### src/rtl/cp0_exc_ctrl.sv
// CP0 Status/Cause/EPC with exception/interrupt entry, eret and mtc0/mfc0; outputs combinational, regs update next edge.
// No backpressure: one decision per cycle; a pending interrupt waits for an eligible cycle.
module cp0_exc_ctrl #(
  parameter logic [31:0] EXC_BASE   = 32'h0000_0008,
  parameter logic [31:0] STATUS_RST = 32'h0000_0000
) (
  input  logic        Clk,
  input  logic        Reset,
  input  logic [31:0] Pc,
  input  logic [31:0] Npc,
  input  logic        V,
  input  logic        OvChk,
  input  logic        Sys,
  input  logic        Unimpl,
  input  logic        Mfc0,
  input  logic        Mtc0,
  input  logic        Eret,
  input  logic [4:0]  C0Adr,
  input  logic [31:0] Wdata,
  input  logic        IntR,
  output logic        IntA,
  output logic [31:0] Rdata,
  output logic        ExcTaken,
  output logic [1:0]  PcSel,
  output logic [31:0] NewPc,
  output logic [31:0] Status,
  output logic [31:0] Cause,
  output logic [31:0] Epc
);

  localparam logic [1:0] ST_IDLE = 2'd0;
  localparam logic [1:0] ST_PEND = 2'd1;
  localparam logic [1:0] ST_ACK  = 2'd2;
  localparam logic [1:0] ST_WLOW = 2'd3;

  localparam logic [4:0] CODE_INT    = 5'd0;
  localparam logic [4:0] CODE_SYS    = 5'd8;
  localparam logic [4:0] CODE_UNIMPL = 5'd10;
  localparam logic [4:0] CODE_OV     = 5'd12;

  localparam logic [1:0] SEL_NPC  = 2'b00;
  localparam logic [1:0] SEL_EXC  = 2'b01;
  localparam logic [1:0] SEL_EPC  = 2'b10;

  logic [11:0] status_q;
  logic [4:0]  exc_code_q;
  logic [31:0] epc_q;
  logic [1:0]  state_q;
  logic [1:0]  state_d;

  logic        unimpl_exc;
  logic        sys_exc;
  logic        ov_exc;
  logic        sync_exc;
  logic [4:0]  sync_code;
  logic        int_accept;
  logic        exc_entry;

  assign Status = {20'b0, status_q};
  assign Cause  = {25'b0, exc_code_q, 2'b00};
  assign Epc    = epc_q;
  assign IntA   = (state_q == ST_ACK);

  always_comb begin
    unimpl_exc = Unimpl && status_q[2];
    sys_exc    = Sys && status_q[1];
    ov_exc     = V && OvChk && status_q[3];
    sync_exc   = unimpl_exc || sys_exc || ov_exc;
    sync_code  = CODE_INT;
    if (unimpl_exc)   sync_code = CODE_UNIMPL;
    else if (sys_exc) sync_code = CODE_SYS;
    else if (ov_exc)  sync_code = CODE_OV;
  end

  // An interrupt never squashes: it only takes a cycle that isn't already redirecting or writing CP0.
  assign int_accept = (state_q == ST_PEND) && status_q[0] && !sync_exc && !Mtc0 && !Eret;
  assign exc_entry  = sync_exc || int_accept;
  assign ExcTaken   = sync_exc;

  always_comb begin
    PcSel = SEL_NPC;
    NewPc = 32'h0;
    if (exc_entry) begin
      PcSel = SEL_EXC;
      NewPc = EXC_BASE;
    end else if (Eret) begin
      PcSel = SEL_EPC;
      NewPc = epc_q;
    end
  end

  always_comb begin
    case (C0Adr)
      5'd12:   Rdata = Status;
      5'd13:   Rdata = Cause;
      5'd14:   Rdata = epc_q;
      default: Rdata = 32'h0;
    endcase
  end

  always_comb begin
    state_d = state_q;
    case (state_q)
      ST_IDLE: if (IntR) state_d = ST_PEND;
      ST_PEND: if (int_accept) state_d = ST_ACK;
      ST_ACK:  state_d = ST_WLOW;
      ST_WLOW: if (!IntR) state_d = ST_IDLE;
      default: state_d = ST_IDLE;
    endcase
  end

  always_ff @(posedge Clk) begin
    if (Reset) begin
      status_q   <= STATUS_RST[11:0];
      exc_code_q <= 5'd0;
      epc_q      <= 32'h0;
      state_q    <= ST_IDLE;
    end else begin
      state_q <= state_d;
      // Entry pushes a fresh level; a third nested level drops the oldest out of bit 11.
      if (exc_entry) begin
        status_q   <= {status_q[7:0], 4'b0000};
        exc_code_q <= sync_exc ? sync_code : CODE_INT;
        epc_q      <= sync_exc ? Pc : Npc;
      end else if (Eret) begin
        status_q <= {4'b0000, status_q[11:4]};
      end else if (Mtc0) begin
        case (C0Adr)
          5'd12:   status_q   <= Wdata[11:0];
          5'd13:   exc_code_q <= Wdata[6:2];
          5'd14:   epc_q      <= Wdata;
          default: ;
        endcase
      end
    end
  end

endmodule

### config.mk
export PLATFORM = sky130hd
export DESIGN_NAME = cp0_exc_ctrl
export DESIGN_NICKNAME = d
export VERILOG_FILES = /design/src/rtl/cp0_exc_ctrl.sv
export SDC_FILE = /design/constraint.sdc
export NUM_CORES = 1
export LEC_CHECK = 0
export ABC_AREA = 1
export CORE_AREA = 2 2 106 108
export DETAILED_ROUTE_END_ITERATION = 6
export DIE_AREA = 0 0 108 110
export HOLD_SLACK_MARGIN = 0.02
export PLACE_DENSITY = 0.91
export RECOVER_POWER = 50
export SYNTH_ARGS = -nofsm -noshare
export SYNTH_HDL_FRONTEND = slang
export SYNTH_SLANG_ARGS = --single-unit
### constraint.sdc
create_clock -name Clk -period 5.93 [get_ports Clk]
set_clock_uncertainty 0.15 [all_clocks]
set_input_delay 1.779 -clock Clk [delete_from_list [all_inputs] [get_ports Clk]]
set_output_delay 1.779 -clock Clk [all_outputs]
set_load 0.02 [all_outputs]
Fig. 1: sizing map
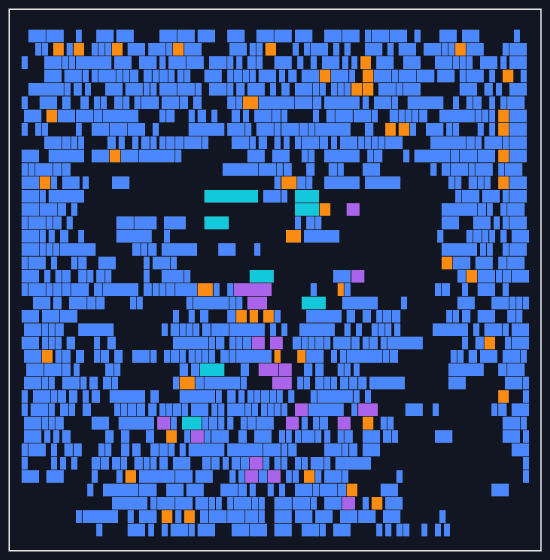
colour	size	cells	share	most used
blue	drive 1 or less	839	92%	nand2_1
orange	drive 2	46	5.0%	nor2_2
cyan	drive 6 and up	8	0.88%	clkbuf_8
purple	drive 3 to 4	19	2.1%	buf_4
area of all placed cells without fillers: 6410 µm²
final setup margin: 0.216 ns
Layout Area Growth over Synthesis: 51.3%

Fig. 2: clock network drawn from the DEF
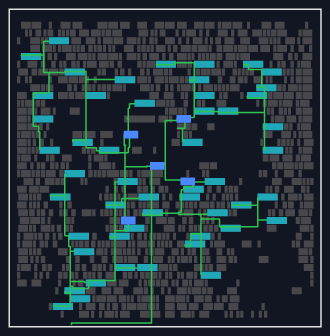
[green] clock wires | length: 714 µm
[cyan] flip-flops | count: 51
[blue] cells driving clock nets | count: 5
flops lie	widely spread
power drawn by the clock network: 259 µW
part of the power in the clock network: 23.4%
insertion delay at the late pin of the worst-skew pair: 0.31 ns

==> summary.txt <==
The layout was made with Yosys and OpenROAD.

0 antenna diodes ended up in the layout. The power density normalized to cell area is 172 nW/µm². The critical path is of the in -> out type. The synthesized instance count is 702. The analysis reports a worst IR drop on VDD of 0.104 mV. The clock-pin transition on the worst setup and hold timing paths is 0.10 ns. Data on the critical path is required at its endpoint by 4.00 ns. The number of cells upsized or downsized after cts is 0. The power spent charging and discharging nets is 407 µW. Before placement the cells fill 39.6% of the core.

Fill cells in the final layout number 986. The power report shows net switching accounting for a little under two fifths of the total. The part of the Yosys area used for sequential elements is roughly a quarter. The type recorded for the worst min-delay path is reg -> reg. Entering global routing, the biggest net connects 65 pins. The number of buffers and inverters on the critical path is 5. The final critical path takes up a little over nine tenths of the cycle. The number of placed I/O pins is between 200 and 300. Yosys reported a register bit count of 51. The stage logs contain a warning count of 30. The static power due to leakage is 2.90 nW. The estimated wirelength of the detail-placed design is between 10 and 15 mm.

The quantity of I/O buffers inserted on ports is around 230. In this run the core area contains 38 standard-cell rows. The global-route total usage across every layer is around 24%. The violation tally recorded at the end of detailed-routing iteration 0 is 368.

The count of maximum capacitance violations is 1. The via count of the first global-routing pass is 4510. The via total after detailed routing is between 4000 and 5000.

The first detailed-routing pass took 5 iterations. The vertical die dimension is 110 µm. TritonRoute reported its final design rule violation total as 0. The data arrival time of the critical path is 3.78 ns. The clock H-tree reported by CTS has 2 levels. The first global-routing pass estimated 22.6 mm of wire. Endpoints with negative setup slack in the final report add up to 0. The delay contributed by the slowest stage of the critical path is 0.61 ns. The routed length on met2 is 7.50 mm.

The number of buffers on the longest clock path is 2. The relative slew slack is -10.5%. Each instance of the synthesized netlist takes up on average 6.03 µm². The run finished, with violations left. The average vias per placed instance is 4.75. The final reports fail on max-capacitance violations, max-slew violations. The clock tree from TritonCTS is done.

The number of hold buffers added after CTS was 0. The shortest clock period the worst path allows after layout is 5.71 ns. The CTS root buffer is sky130_fd_sc_hd__clkbuf_8. The internal power is 698 µW. The combinational fraction of design power is 40.2%.

The last weighted congestion value of the routability-driven placer is 0.883. The initial antenna violation count is 0. Per the detail_route log, the uppermost layer with routed signals is met4. The x dimension of the die is 108 µm. The synthesized netlist occupies a cell area of 4240 µm². Per the detail_route log, met3 wirelength is 1.24 mm. The TritonCTS sink count is 51. The most numerous cell type found on the critical path is sky130_fd_sc_hd__clkdlybuf4s50_1. After clock tree synthesis, the setup repair step added 0 buffers.

In the final report, the number of hold violations comes to 0. The area of the placeable core is 10700 µm². The count of nets left with antenna violations after detail routing is 0.

The Yosys chip area is 4240 µm². The count of yosys warnings during synthesis is 0. The met1 layer wirelength in the final routing is roughly 6 mm. For this sky-water flow run, the detailed-routed wirelength per cell is reported as 14.4 µm. Once layout is complete, the utilization of the core stands at 59.9%.

The CTS buffer count is 5. The pin closest to its max-slew limit shows a slew of around 1.7 ns. Walking the worst path, the cells encountered are clkdlybuf4s50_1, inv_8, nand4_4, nand2_4, nor2_4, inv_2, buf_4, nor2_2, clkdlybuf4s50_1. The distinct cell type count after synthesis is 31.

The gate family responsible for the most delay along the worst path is buffers and inverters. The maximum achievable frequency is 175 MHz. The kind of start point of the critical path is a primary input. At the end of the flow, the number of nets in the layout was 1026. The worst-path maximum fanout is 18. The total die size is 11900 µm². After layout, the design draws a total of 1.11 mW.

The setup TNS is 0 ns. For this design, the slowest cell found on the critical path is sky130_fd_sc_hd__clkdlybuf4s50_1. The nature of the critical path endpoint is an output port.

The total overflow left after global routing is 0. The final max-slew violation count is 33. The total detailed-routing wirelength is 15.1 mm. Of the cells placed in the final design, the portion with a size suffix greater than 1 is 8.00%.

The number of standard cells reported by yosys is 702. The power report attributes to the sequential group a share of 36.4%.
[worst register-to-register path: cells and delay by family, from the launching register on]
kind            cells  cell delay [ns]
compound gates      1             0.28
buf+inv             1             0.98
flops               1             0.39
simple gates        5             1.23
[cell families (layout without fill, tap and decap cells)]
group / Yosys count / in the layout / synth area share [%]
fa+ha+maj: 4 / 4 / 1.18
other cells: 1 / 47 / 0.0885
flops: 51 / 51 / 24.1
compound gates: 85 / 85 / 10.7
mux: 1 / 1 / 0.236
simple gates: 378 / 378 / 40.1
buf+inv: 182 / 346 / 23.6
[power groups by stage]
stage	combinational (mW)	clock (mW)	sequential, mW
floorplan	0.268	0	0.431
global placement	0.445	0	0.409
detailed placement	0.454	0	0.411
CTS	0.455	0.264	0.403
global route	0.487	0.277	0.407
finish	0.444	0.259	0.402
[worst paths after layout]
check / startpoint / to / slack (ns) / cells past startpoint
setup / recovery: Eret / NewPc[29] / 0.22 / 9
hold / removal: Epc[31] / Epc[31] / 0.34 / 2
setup reg to reg: status_q[2] / status_q[7] / 2.79 / 7
hold reg to reg: Epc[31] / Epc[31] / 0.34 / 2
[state kept, by name (all words and copies together), names as in the netlist]
signal      flops
exc_code_q      5
Epc            32
status_q       12
state_q         2
[routing by layer]
metal	vias to the layer above	GRT usage, %
met4	0	7.60
met1	2237	30.2
li1	2486	-
met2	243	42.4
met5	-	0
met3	26	3.88
[Yosys cell counts, drive strengths merged]
cell | instances | area [µm²]
nand2 | 200 | 773
inv | 95 | 364
nor2 | 95 | 474
nand3 | 82 | 428
buf | 73 | 582
dfxtp | 51 | 1020
o21ai | 41 | 216
a21oi | 40 | 208
clkbuf | 13 | 50.0
ha | 4 | 50.1
o211ai | 4 | 30.0
clkinv | 1 | 3.75
conb | 1 | 3.75
mux2i | 1 | 10.0
nand4 | 1 | 21.3
[final cells by class]
cell class	count	area, µm²	share of cell area (%)
clock buffers	6	82.6	1.29
multi-input cells	515	2350	36.7
clock inverters	2	35.0	0.547
inverters	96	368	5.74
repair buffers	242	2380	37.1
well taps	140	175	2.73
flip-flops and latches	51	1020	15.9
[through the flow]
step | setup WS, ns | std cells | area, µm² | hold WS, ns
finish | 0.216 | 1052 | 6410 | 0.335
global route | 0.140 | 1052 | 6410 | 0.359
CTS | 0.231 | 1052 | 6450 | 0.341
global placement | 0.253 | 1044 | 6330 | 0.318
detailed placement | 0.232 | 1044 | 6330 | 0.323
floorplan | 1.11 | 748 | 4410 | 0.322
[layout by cell type, fill, tap and decap left out, types with 14 or more instances in the layout]
master and n:
sky130_fd_sc_hd__clkdlybuf4s50_1 175, sky130_fd_sc_hd__o21ai_0 31, sky130_fd_sc_hd__dfxtp_1 51, sky130_fd_sc_hd__nand2_1 194, sky130_fd_sc_hd__nand3_1 82, sky130_fd_sc_hd__a21oi_1 38, sky130_fd_sc_hd__nor2_1 60, sky130_fd_sc_hd__buf_4 14
sky130_fd_sc_hd__conb_1 47, sky130_fd_sc_hd__dlygate4sd3_1 51, sky130_fd_sc_hd__inv_1 92, sky130_fd_sc_hd__nor2_2 32
Power and IR drop assume default switching activity.
